Figure 1. Metal 1 (run 1).
Drawn at 3 px/um. Supply wires on this layer in grey.
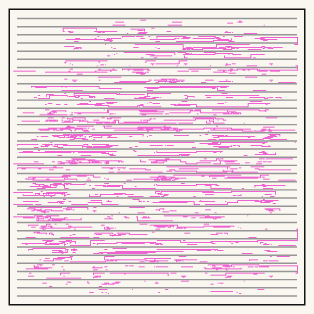
Figure 2. Local utilization (run 1).
Drawn at 4 px/um. 10 x 10 tiles, from white (low) to dark blue (high), 0 to 100% covered.
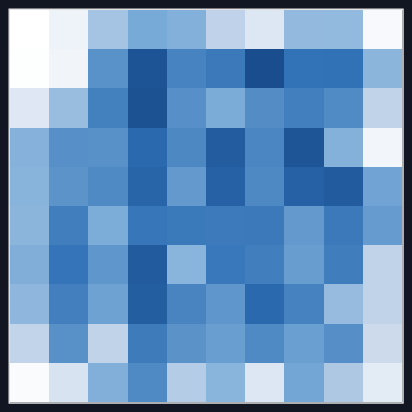
Figure 3. Clock routing (run 1).
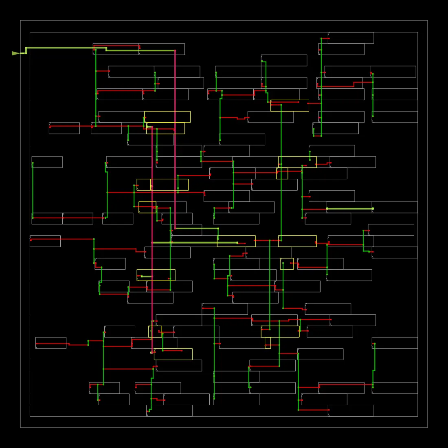
Figure 4. Met3 routing (run 1).
Drawn at 4 px/um.
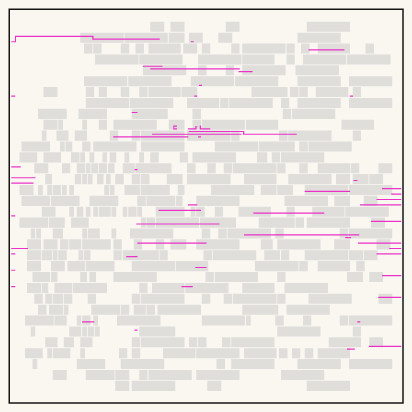
`config.mk`:
```
export PLATFORM = sky130hd
export DESIGN_NAME = wr_resp_queue
export DESIGN_NICKNAME = d
export VERILOG_FILES = /design/src/rtl/wr_resp_queue.sv
export SDC_FILE = /design/constraint.sdc
export NUM_CORES = 1
export LEC_CHECK = 0
export CORE_MARGIN = 2
export CORE_UTILIZATION = 50
export CTS_BUF_LIST = sky130_fd_sc_hd__clkbuf_16
export DETAILED_ROUTE_END_ITERATION = 8
export GPL_TIMING_DRIVEN = 0
export PLACE_DENSITY = 0.67
export SKIP_CTS_REPAIR_TIMING = 1
export SLEW_MARGIN = 20
export SYNTH_ARGS = -nofsm -noshare
export SYNTH_HDL_FRONTEND = slang
export SYNTH_HIERARCHICAL = 1
export SYNTH_SLANG_ARGS = --single-unit
```
`constraint.sdc`:
```
create_clock -name clk -period 3.1 [get_ports clk]
set_input_delay 0.775 -clock clk [delete_from_list [all_inputs] [get_ports clk]]
set_output_delay 0.775 -clock clk [all_outputs]
set_load 0.01 [all_outputs]
```
`src/rtl/wr_resp_queue.sv`:
```
// -----------------------------------------------------------------------------
// wr_resp_queue
//
// Per-direction write-response buffer. The upstream decoder raises a
// single-cycle push strobe with no backpressure; this block captures each
// response into a DEPTH-entry FIFO and hands it to the requesting master over
// a valid/ready handshake. Occupancy and almost-full status let upstream
// admission control throttle new write requests before the queue overflows.
//
// Ports
//   clk          rising-edge clock
//   rst          synchronous active-high reset (wins over push/pop)
//   in_vld       push strobe from the decoder (no ready returned)
//   in_pld       response payload {txnid, sideband}
//   out_vld      head entry valid toward the master
//   out_rdy      master accepts the head entry
//   out_pld      head entry payload (combinational read of registered array)
//   count        current occupancy, 0..DEPTH
//   almost_full  free entries <= AFULL_THRESH
//   overflow     sticky: a push was dropped because the queue was full
//
// The file also carries the shared payload package and a simulation-only
// checker module that the top instantiates.
// -----------------------------------------------------------------------------

package vector_cache_pkg;
    localparam int TXNID_W    = 6;
    localparam int SIDEBAND_W = 4;

    typedef struct packed {
        logic [TXNID_W-1:0]    txnid;
        logic [SIDEBAND_W-1:0] sideband;
    } wr_resp_pld_t;
endpackage : vector_cache_pkg

// -----------------------------------------------------------------------------
// wr_resp_queue_chk
//
// Simulation-only property checker for wr_resp_queue. Purely observational:
// every port is an input. Synthesis tools drop concurrent assertions, so
// instantiating it in the top costs no hardware.
// -----------------------------------------------------------------------------
module wr_resp_queue_chk #(
    parameter int DEPTH = 8,
    parameter int CNT_W = 4,
    parameter int PLD_W = 10
) (
    input logic             clk,
    input logic             rst,
    input logic             in_vld,
    input logic             out_rdy,
    input logic             out_vld,
    input logic [PLD_W-1:0] out_pld,
    input logic [CNT_W-1:0] count,
    input logic             overflow
);
    localparam logic [CNT_W-1:0] DEPTH_C = CNT_W'(DEPTH);

    // Handshake inputs must be driven to known values once out of reset.
    a_no_x_inputs: assert property (@(posedge clk) disable iff (rst)
        !$isunknown({in_vld, out_rdy}));

    // Occupancy can never exceed the number of physical entries.
    a_count_bound: assert property (@(posedge clk) disable iff (rst)
        count <= DEPTH_C);

    // A stalled head entry must hold both its valid and its payload.
    a_head_stable: assert property (@(posedge clk) disable iff (rst)
        (out_vld && !out_rdy) |=> (out_vld && $stable(out_pld)));

    // Valid is exactly "not empty".
    a_vld_matches_count: assert property (@(posedge clk) disable iff (rst)
        out_vld == (count != {CNT_W{1'b0}}));

    // Overflow is sticky until reset.
    a_overflow_sticky: assert property (@(posedge clk) disable iff (rst)
        overflow |=> overflow);
endmodule : wr_resp_queue_chk

// -----------------------------------------------------------------------------
// wr_resp_queue top
// -----------------------------------------------------------------------------
module wr_resp_queue
    import vector_cache_pkg::*;
#(
    parameter  int DEPTH        = 8,
    parameter  int AFULL_THRESH = 2,
    localparam int CNT_W        = $clog2(DEPTH + 1)
) (
    input  logic             clk,
    input  logic             rst,
    input  logic             in_vld,
    input  wr_resp_pld_t     in_pld,
    output logic             out_vld,
    input  logic             out_rdy,
    output wr_resp_pld_t     out_pld,
    output logic [CNT_W-1:0] count,
    output logic             almost_full,
    output logic             overflow
);
    localparam int PTR_W = $clog2(DEPTH);
    localparam int PLD_W = $bits(wr_resp_pld_t);

    localparam logic [CNT_W-1:0] DEPTH_C  = CNT_W'(DEPTH);
    localparam logic [CNT_W-1:0] THRESH_C = CNT_W'(AFULL_THRESH);
    localparam logic [PTR_W-1:0] PTR_ONE  = PTR_W'(1);
    localparam logic [CNT_W-1:0] CNT_ONE  = CNT_W'(1);
    localparam logic [CNT_W-1:0] CNT_ZERO = {CNT_W{1'b0}};

    // Storage and state
    wr_resp_pld_t     mem_r [DEPTH];
    logic [PTR_W-1:0] wr_ptr_r;
    logic [PTR_W-1:0] rd_ptr_r;
    logic [CNT_W-1:0] count_r;
    logic             out_vld_r;
    logic             almost_full_r;
    logic             overflow_r;

    // Per-cycle decisions
    logic             pop_s;
    logic             full_s;
    logic             push_ok_s;
    logic             drop_s;
    logic [CNT_W-1:0] count_nxt_s;

    // Handshake decode: a full queue still accepts a push when the head leaves
    // in the same cycle, because the freed slot is reused.
    always_comb begin
        pop_s     = out_vld_r & out_rdy;
        full_s    = (count_r == DEPTH_C);
        push_ok_s = in_vld & (~full_s | pop_s);
        drop_s    = in_vld & ~push_ok_s;
    end

    // Next occupancy from the accepted push and the pop.
    always_comb begin
        count_nxt_s = count_r;
        case ({push_ok_s, pop_s})
            2'b10:   count_nxt_s = count_r + CNT_ONE;
            2'b01:   count_nxt_s = count_r - CNT_ONE;
            2'b11:   count_nxt_s = count_r;
            default: count_nxt_s = count_r;
        endcase
    end

    // Entry array: cleared on reset so an empty queue never presents unknown
    // data; otherwise written at the write pointer on an accepted push.
    always_ff @(posedge clk) begin
        if (rst) begin
            for (int i = 0; i < DEPTH; i++) begin
                mem_r[i] <= '0;
            end
        end else if (push_ok_s) begin
            mem_r[wr_ptr_r] <= in_pld;
        end
    end

    // Pointers, occupancy and status flags. out_vld and almost_full are
    // registered from the next occupancy, which makes them identical to a
    // combinational decode of count while keeping the outputs glitch-free.
    always_ff @(posedge clk) begin
        if (rst) begin
            wr_ptr_r      <= {PTR_W{1'b0}};
            rd_ptr_r      <= {PTR_W{1'b0}};
            count_r       <= CNT_ZERO;
            out_vld_r     <= 1'b0;
            almost_full_r <= (DEPTH_C <= THRESH_C);
            overflow_r    <= 1'b0;
        end else begin
            if (push_ok_s) begin
                wr_ptr_r <= wr_ptr_r + PTR_ONE;
            end
            if (pop_s) begin
                rd_ptr_r <= rd_ptr_r + PTR_ONE;
            end
            count_r       <= count_nxt_s;
            out_vld_r     <= (count_nxt_s != CNT_ZERO);
            almost_full_r <= ((DEPTH_C - count_nxt_s) <= THRESH_C);
            if (drop_s) begin
                overflow_r <= 1'b1;
            end
        end
    end

    // Output drive: head payload is a direct read of the registered array.
    always_comb begin
        out_pld     = mem_r[rd_ptr_r];
        out_vld     = out_vld_r;
        count       = count_r;
        almost_full = almost_full_r;
        overflow    = overflow_r;
    end

    wr_resp_queue_chk #(
        .DEPTH (DEPTH),
        .CNT_W (CNT_W),
        .PLD_W (PLD_W)
    ) u_chk (
        .clk      (clk),
        .rst      (rst),
        .in_vld   (in_vld),
        .out_rdy  (out_rdy),
        .out_vld  (out_vld_r),
        .out_pld  (out_pld),
        .count    (count_r),
        .overflow (overflow_r)
    );
endmodule : wr_resp_queue
```
==> impl_metrics.tcl, run 1 <==
# metrics dict for downstream scripts
set metrics [dict create \
    run_status "completed" \
    min_period_ns 3.02 \
    layout.cells.most_common "and2_1" \
    critical_path.startpoint_type "register" \
    sequentialPowerShare_pct 48.5 \
    power_frac_clock_pct 36.0 \
    grt_first_pass_wirelength_mm 13.8 \
    worstHoldStart "overflow" \
    critical_path.endpoint_type "output port" \
    grtUsageTotal_pct 19.6 \
    area_added_between_synthesis_and_finish_pct 17.4 \
    finalSetupViolations 0 \
    cp.arrival_ns 2.24 \
    die-height_um 98.0 \
    ctsRootBufferMaster "clkbuf_16" \
    die_w_um 98.0 \
    number_of_instances_in_the_synthesized_netlist 312 \
    net-switching-power_w 0.000755 \
    power_density_nw_per_um2 600 \
    timing.rr.start "out_vld" \
    core_region_area_um2 8640 \
    detail-route-antenna-nets 0 \
    top_area_contributor_share_pct 54.3 \
    routedWlPerCell_um 19.0 \
    maxSlewHeadroom_pct 56.0 \
    power.total_w 0.00311 \
    slew_violations 0 \
    wl_met1_mm 3.58 \
    detail_route.iter0.violations 175 \
    timing.critical_path.cells "buf_6 > mux4_2 > mux2_2 > clkdlybuf4s50_1" \
    design.final.nets 373 \
    timing_worst_setup_path_type "reg -> out" \
    cts_max_level 3 \
    grt_pass1_vias 2621 \
    layout-drive-gt1-share_pct 18.1 \
    cts.reportedPaths.clkPinSlew_ns 0.07 \
    io_pins 31 \
    detail_route.vias_per_cell 5.44 \
    synth-cells-yosys 312 \
    postSynthSeqShare_pct 61.6 \
    synth_area_um2 4420 \
    reg_to_reg_endpoint "almost_full" \
    async_flop_share_pct 0 \
    lay_top_cells "and2_1, edfxtp_1, clkdlybuf4s50_1" \
    gp_weighted_congestion 0.768 \
    synthFlopType "edfxtp_1" \
    tool_warnings 28 \
    post-synth-top-area-cell "edfxtp_1" \
    dp.final_hpwl_mm 5.84 \
    r2r_setup_slack_ns 0.67 \
    top_signal_layer_used "met4" \
    detail_route.first_pass.iterations 4 \
    worst_r2r_path_depth 11 \
    internal_power_w 0.00236 \
    finalCoreUtilization_pct 60.1 \
    met2WireLength_mm 4.59 \
    drv_cap 0 \
    cts_buffer_depth 2 \
    drc 0 \
    power.static_leakage_nw 1.90 \
    floorplan.nets 331 \
    grt_start_max_net_pins 18 \
    ys.flops 96 \
    io_buffers 30 \
    kind_of_path_behind_the_tightest_hold_check "reg -> reg" \
    largest_voltage_drop_on_the_vdd_net_uv 298 \
    crit_path_drt_ns 2.32 \
    worst_hold_path.num_cells 2 \
    worst_skew_pair.late_latency_ns 0.33 \
    setup_repair_after_global_routing_missed_its_margin "true" \
    tritoncts "built" \
    synth_warnings 6 \
    layout.filler_cells 687 \
    least_margin_pin_slew_ns 0.661 \
    synth-edff-count 80 \
    post_layout_period_usage_pct 97.3 \
    synth.lib_cells_used.distinct 35 \
    std_cell_rows 34 \
    avgSynthCellArea_um2 14.2 \
    fin_skew_ns 0.00472 \
    ys_top_cells_by_area "edfxtp_1, and2_1, mux4_2" \
    multiInputGateArea_um2 1620 \
    globalRouteOverflowTotal 0 \
    clock_sinks 96 \
    grt_antenna_before_repair 0 \
    p_comb_share_pct 15.5 \
    path_max_fanout 10 \
    yosys.stat.chipArea_um2 4420 \
    fmaxAchievable_mhz 332 \
    total_met3_wirelength_after_detailed_routing_um 363 \
    crit_path_top_delay_cell "mux4_2" \
    seq_area_um2 2720 \
    slowest_delay_ns 0.55 \
    power_switching_share_pct 24.3 \
    antenna_cells 0 \
    final_hold_viol_count 0 \
    fp-utilization_pct 51.2 \
    design.die.area_um2 9610 \
    worstHoldEndpoint "overflow" \
]
Back to the opening pictures, Figure 1:
- main direction: horizontal
- longest straight run: 28.5 um
- nets with wire on the layer: 352
- wire length on this layer: 3,580 um
M1 GR Usage: 24.3%
detailed-route via count: 2,542
Total Wirelength: 8.86 mm

Back to the opening pictures, Figure 2:
- densest ninth of the die: centre
- fullest tile: 88%
- tiles over 75% full: 13%
- nearly empty tiles: 2.0%

Back to the opening pictures, Figure 3:
TritonCTS Buffers: 9
Seq cells: 96

Back to the opening pictures, Figure 4:
- longest straight run: 28.5 um
- nets with wire on the layer: 40
fraction of met3 tracks used by global routing: 3.01%

run 1: critical path: cells and delay by family (launching register included):
kind	cells	cell delay, ns
flops	1	0.37
buf+inv	2	0.68
mux	2	0.85
run 1: layer usage:
metal | GRT usage, % | up-vias
met2 | 32.8 | 68
li1 | - | 1212
met4 | 11.2 | 0
met5 | 0 | -
met1 | 24.3 | 1241
met3 | 3.01 | 21
run 1: cell usage after synthesis, drive strengths merged (3+ instances only):
| cell | n |
|---|---|
| clkbuf | 12 |
| mux2 | 10 |
| or3 | 3 |
| nor3 | 6 |
| a21oi | 5 |
| xnor2 | 4 |
| nand3 | 4 |
| inv | 4 |
| and2 | 83 |
| edfxtp | 80 |
| ha | 5 |
| nand2 | 12 |
| buf | 4 |
| mux4 | 20 |
| nor2 | 15 |
| or2 | 9 |
| dfxtp | 16 |
| xor2 | 3 |
run 1: flip-flops by register name (all words and copies together), names as in the netlist, named ones only:
name,flops
almost_full,1
count,4
mem_r,80
out_vld,1
overflow,1
rd_ptr_r,3
wr_ptr_r,3
run 1: power groups by stage:
stage | registers, W | clock network, W | logic (W)
2_1_floorplan | 0.00153 | 0 | 0.000293
3_3_place_gp | 0.00153 | 0 | 0.000466
3_5_place_dp | 0.00154 | 0 | 0.000475
4_1_cts | 0.00151 | 0.00114 | 0.000477
5_1_grt | 0.00152 | 0.00119 | 0.000524
6_report | 0.00151 | 0.00112 | 0.000482
run 1: layout make-up:
| class | count | share of cell area (%) |
|---|---|---|
| Sequential cell | 96 | 52.5 |
| Multi-Input combinational cell | 196 | 31.2 |
| Timing Repair Buffer | 31 | 5.98 |
| Clock inverter | 7 | 1.52 |
| Inverter | 4 | 0.289 |
| Tap cell | 108 | 2.60 |
| Clock buffer | 9 | 4.34 |
| Buffer | 16 | 1.64 |
run 1: per-stage QoR:
step,TNS [ns],instance area [um2],worst slack [ns],hold WS (ns),instances
floorplan,0,4420,0.269,0.454,312
global placement,-0.727,4860,-0.560,0.451,450
detailed placement,-0.743,4860,-0.568,0.467,450
CTS,-0.938,5160,-0.226,0.491,466
global route,-0.0293,5190,-0.0293,0.529,467
finish,0,5190,0.0846,0.485,467
run 1: cells by family (layout without fill, tap and decap cells):
group	Yosys count	after routing	synth area share, %
AND-OR/OR-AND	13	13	2.26
XOR/XNOR	7	7	1.39
adder cells (fa/ha/maj)	5	5	1.41
buffers and inverters	20	67	1.92
flip-flops	96	96	61.6
multiplexers	31	31	13.0
AND/OR/NAND/NOR	140	140	18.5
run 1: worst max path at each step:
stage	end	slack, ns
after floorplan	almost_full	0.27
after global placement	almost_full	-0.56
after detailed placement	almost_full	-0.57
after CTS	almost_full	-0.23
after global routing	almost_full	-0.03
final	out_pld[0]	0.08
Figure 5. Clock network drawn from the DEF (run 1).
Drawn at 4 px/um.
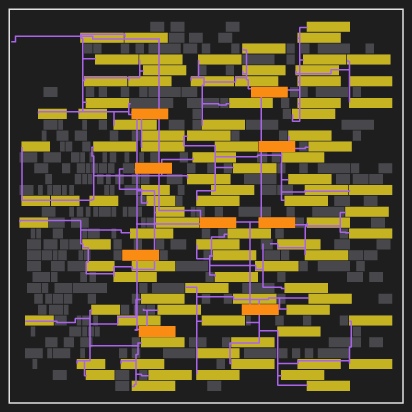

==> run 1 -> run 2 <==
--- a/config.mk
+++ b/config.mk
@@ -5,12 +5,15 @@
 export SDC_FILE = /design/constraint.sdc
 export NUM_CORES = 1
 export LEC_CHECK = 0
+export CELL_PAD_IN_SITES_DETAIL_PLACEMENT = 1
+export CELL_PAD_IN_SITES_GLOBAL_PLACEMENT = 1
 export CORE_MARGIN = 2
-export CORE_UTILIZATION = 50
+export CORE_UTILIZATION = 49
 export CTS_BUF_LIST = sky130_fd_sc_hd__clkbuf_16
+export CTS_CLUSTER_SIZE = 30
 export DETAILED_ROUTE_END_ITERATION = 8
 export GPL_TIMING_DRIVEN = 0
-export PLACE_DENSITY = 0.67
+export PLACE_DENSITY = 0.76
 export SKIP_CTS_REPAIR_TIMING = 1
 export SLEW_MARGIN = 20
 export SYNTH_ARGS = -nofsm -noshare
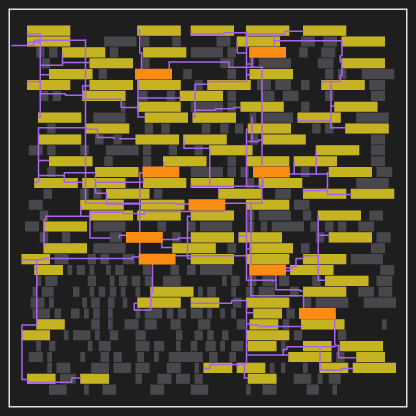
Figure 6: run 2, clock network drawn from the DEF.
Drawn at 4 px/um.
- purple: clock wires (length 1,160 um)
- orange: clock-net drivers (count 9)
- yellow: flip-flops (count 96)
- flops lie: widely spread
- routed clock nets: 10

==> run 2 against run 1 <==
Net effect: non-clock buffer count stayed put; combinational power is 2% higher; sequential power hardly changed; critical path depth stayed put; clock power is 7% lower; sequential share of layout area is 0.36 points higher; count of clock-buffer cells in the layout stayed put; cell area is 0.68% lower; clock skew is 0.0016 ns higher; global-route usage is 1.6 points higher; final cell count stayed put; area after synthesis stayed put; critical endpoint is now out_pld[2]; largest power group unchanged.
==> impl_metrics.tcl, run 2 <==
# metrics dict for downstream scripts
set metrics [dict create \
    preCtsSetupSlack_ns -0.643 \
    detail_route.iter0.violations 123 \
    grt_start_max_net_pins 17 \
    async_flop_share_pct 0 \
    post_layout_period_usage_pct 97.5 \
    number_of_instances_in_the_synthesized_netlist 312 \
    top_area_contributor_share_pct 54.3 \
    avgSynthCellArea_um2 14.2 \
    maxSlewHeadroom_pct 61.3 \
    gp_weighted_congestion 0.772 \
    min_period_ns 3.02 \
    design.final.nets 373 \
    io_buffers 30 \
    final_hold_viol_count 0 \
    yosysMostFrequentCell "and2_1" \
    crit_path_top_delay_cell "mux4_2" \
    path_max_fanout 10 \
    total_wirelength_mm 9.64 \
    finalCoreUtilization_pct 59.1 \
    layout.cells.most_common "and2_1" \
    detail_route.first_pass.iterations 4 \
    fin_skew_ns 0.00628 \
    power_density_nw_per_um2 589 \
    setup_repair_after_global_routing_missed_its_margin "true" \
    dp.final_hpwl_mm 6.55 \
    timing.critical_path.cells "buf_4 > mux4_2 > mux2_2 > clkdlybuf4s50_1" \
    synth_area_um2 4420 \
    least_margin_pin_slew_ns 0.580 \
    clock_sinks 96 \
    largest_voltage_drop_on_the_vdd_net_uv 272 \
    placed_instance_count 450 \
    cts_buffer_depth 2 \
    ctsRootBufferMaster "clkbuf_16" \
    critical_path.endpoint_type "output port" \
    die_w_um 99.0 \
    synth-edff-count 80 \
    slew_violations 0 \
    timing_worst_setup_path_type "reg -> out" \
    route.vias.total 2563 \
    std_cell_rows 34 \
    power.total_w 0.00304 \
    routedWlPerCell_um 20.6 \
    synth.lib_cells_used.distinct 35 \
    synth-cells-yosys 312 \
    worstHoldStart "overflow" \
    largest_register_ff_count 80 \
    yosys.stat.chipArea_um2 4420 \
    worstHoldEndpoint "overflow" \
    common_cells "and2_1, edfxtp_1, mux4_2, dfxtp_1, nor2_1" \
    worst_r2r_path_depth 11 \
    post-synth-top-area-cell "edfxtp_1" \
    core_region_area_um2 8720 \
    lay_top_cells "and2_1, edfxtp_1, clkdlybuf4s50_1" \
    die-height_um 99.0 \
    tritoncts "built" \
    r2r_setup_slack_ns 0.55 \
    critical_path.startpoint_type "register" \
    layout-drive-gt1-share_pct 18.1 \
    slowest_delay_ns 0.53 \
    max_flop_register "mem_r" \
    globalRouteOverflowTotal 0 \
    io_pins 31 \
    synthFlopType "edfxtp_1" \
    floorplan.nets 331 \
    design.die.area_um2 9800 \
    postSynthSeqShare_pct 61.6 \
    grtUsageTotal_pct 21.2 \
    power.static_leakage_nw 1.91 \
    cts_max_level 3 \
    grt_pass1_vias 2785 \
    cp.arrival_ns 2.25 \
    finalSetupViolations 0 \
    detail-route-antenna-nets 0 \
    drc 0 \
    timing.rr.start "out_vld" \
    final_cell_count_no_fill 467 \
    tool_warnings 28 \
    reg_to_reg_endpoint "almost_full" \
    worst_hold_path.num_cells 2 \
    crit_path_drt_ns 2.32 \
    ys_top_cells_by_area "edfxtp_1, and2_1, mux4_2" \
    ys.flops 96 \
    run_status "completed" \
    grt_antenna_before_repair 0 \
    fmaxAchievable_mhz 331 \
    fin_ws_ns 0.0760 \
    antenna_cells 0 \
    grt_first_pass_wirelength_mm 15.2 \
    largest_registers "mem_r (80), count (4)" \
    worst_skew_pair.late_latency_ns 0.34 \
    kind_of_path_behind_the_tightest_hold_check "reg -> reg" \
    cts_buffers 9 \
    detail_route.vias_per_cell 5.49 \
    synth_warnings 6 \
    fp-utilization_pct 50.7 \
    area_added_between_synthesis_and_finish_pct 16.6 \
    cts.reportedPaths.clkPinSlew_ns 0.07 \
    drv_cap 0 \
]
[run 2: routing by layer]
| layer | global-route usage (%) | wire length, um |
|---|---|---|
| met5 | 0 | 0 |
| met4 | 6.53 | 112 |
| met3 | 3.97 | 417 |
| met2 | 33.7 | 4590 |
| met1 | 29.9 | 4530 |
[run 2: layout make-up]
cell class / count / area (um2)
Timing Repair Buffer: 31 / 313
Clock inverter: 7 / 45.0
Multi-Input combinational cell: 196 / 1620
Buffer: 16 / 81.3
Sequential cell: 96 / 2720
Tap cell: 108 / 135
Clock buffer: 9 / 225
Inverter: 4 / 15.0
Fill cell: 839 / 3570
[run 2: per-stage QoR]
step	cell area [um2]	TNS (ns)	hold slack (ns)
after floorplan	4420	0	0.454
after global placement	4860	-0.772	0.456
after detailed placement	4860	-0.797	0.466
after CTS	5130	-1.61	0.487
after global routing	5150	-0.00165	0.537
final	5150	0	0.477
[run 2: power breakdown]
group	switching (W)	internal, W	leakage [nW]
clock network	0.000490	0.000547	0.142
logic	0.000240	0.000250	0.807
registers	0.0000395	0.00147	0.960
total	0.000770	0.00227	1.91
[run 2: worst max-delay path by stage]
stage | cells after the start | to | slack (ns)
after floorplan | 11 | almost_full | 0.27
after global placement | 12 | almost_full | -0.63
after detailed placement | 12 | almost_full | -0.64
after CTS | 12 | almost_full | -0.34
after global routing | 12 | almost_full | -0.002
final | 4 | out_pld[2] | 0.08
[run 2: logic make-up after synthesis]
kind of cell	count (synthesis)	share of synthesized area (%)
compound gates	13	2.26
xor+xnor	7	1.39
fa+ha+maj	5	1.41
buf+inv	20	1.92
flops	96	61.6
mux	31	13.0
simple gates	140	18.5
[run 2: critical path, delay by kind of cell, from the launching register on]
kind	cells	cell delay (ns)
flip-flops	1	0.35
multiplexers	2	0.83
buffers and inverters	2	0.73
Power and IR drop assume default switching activity.
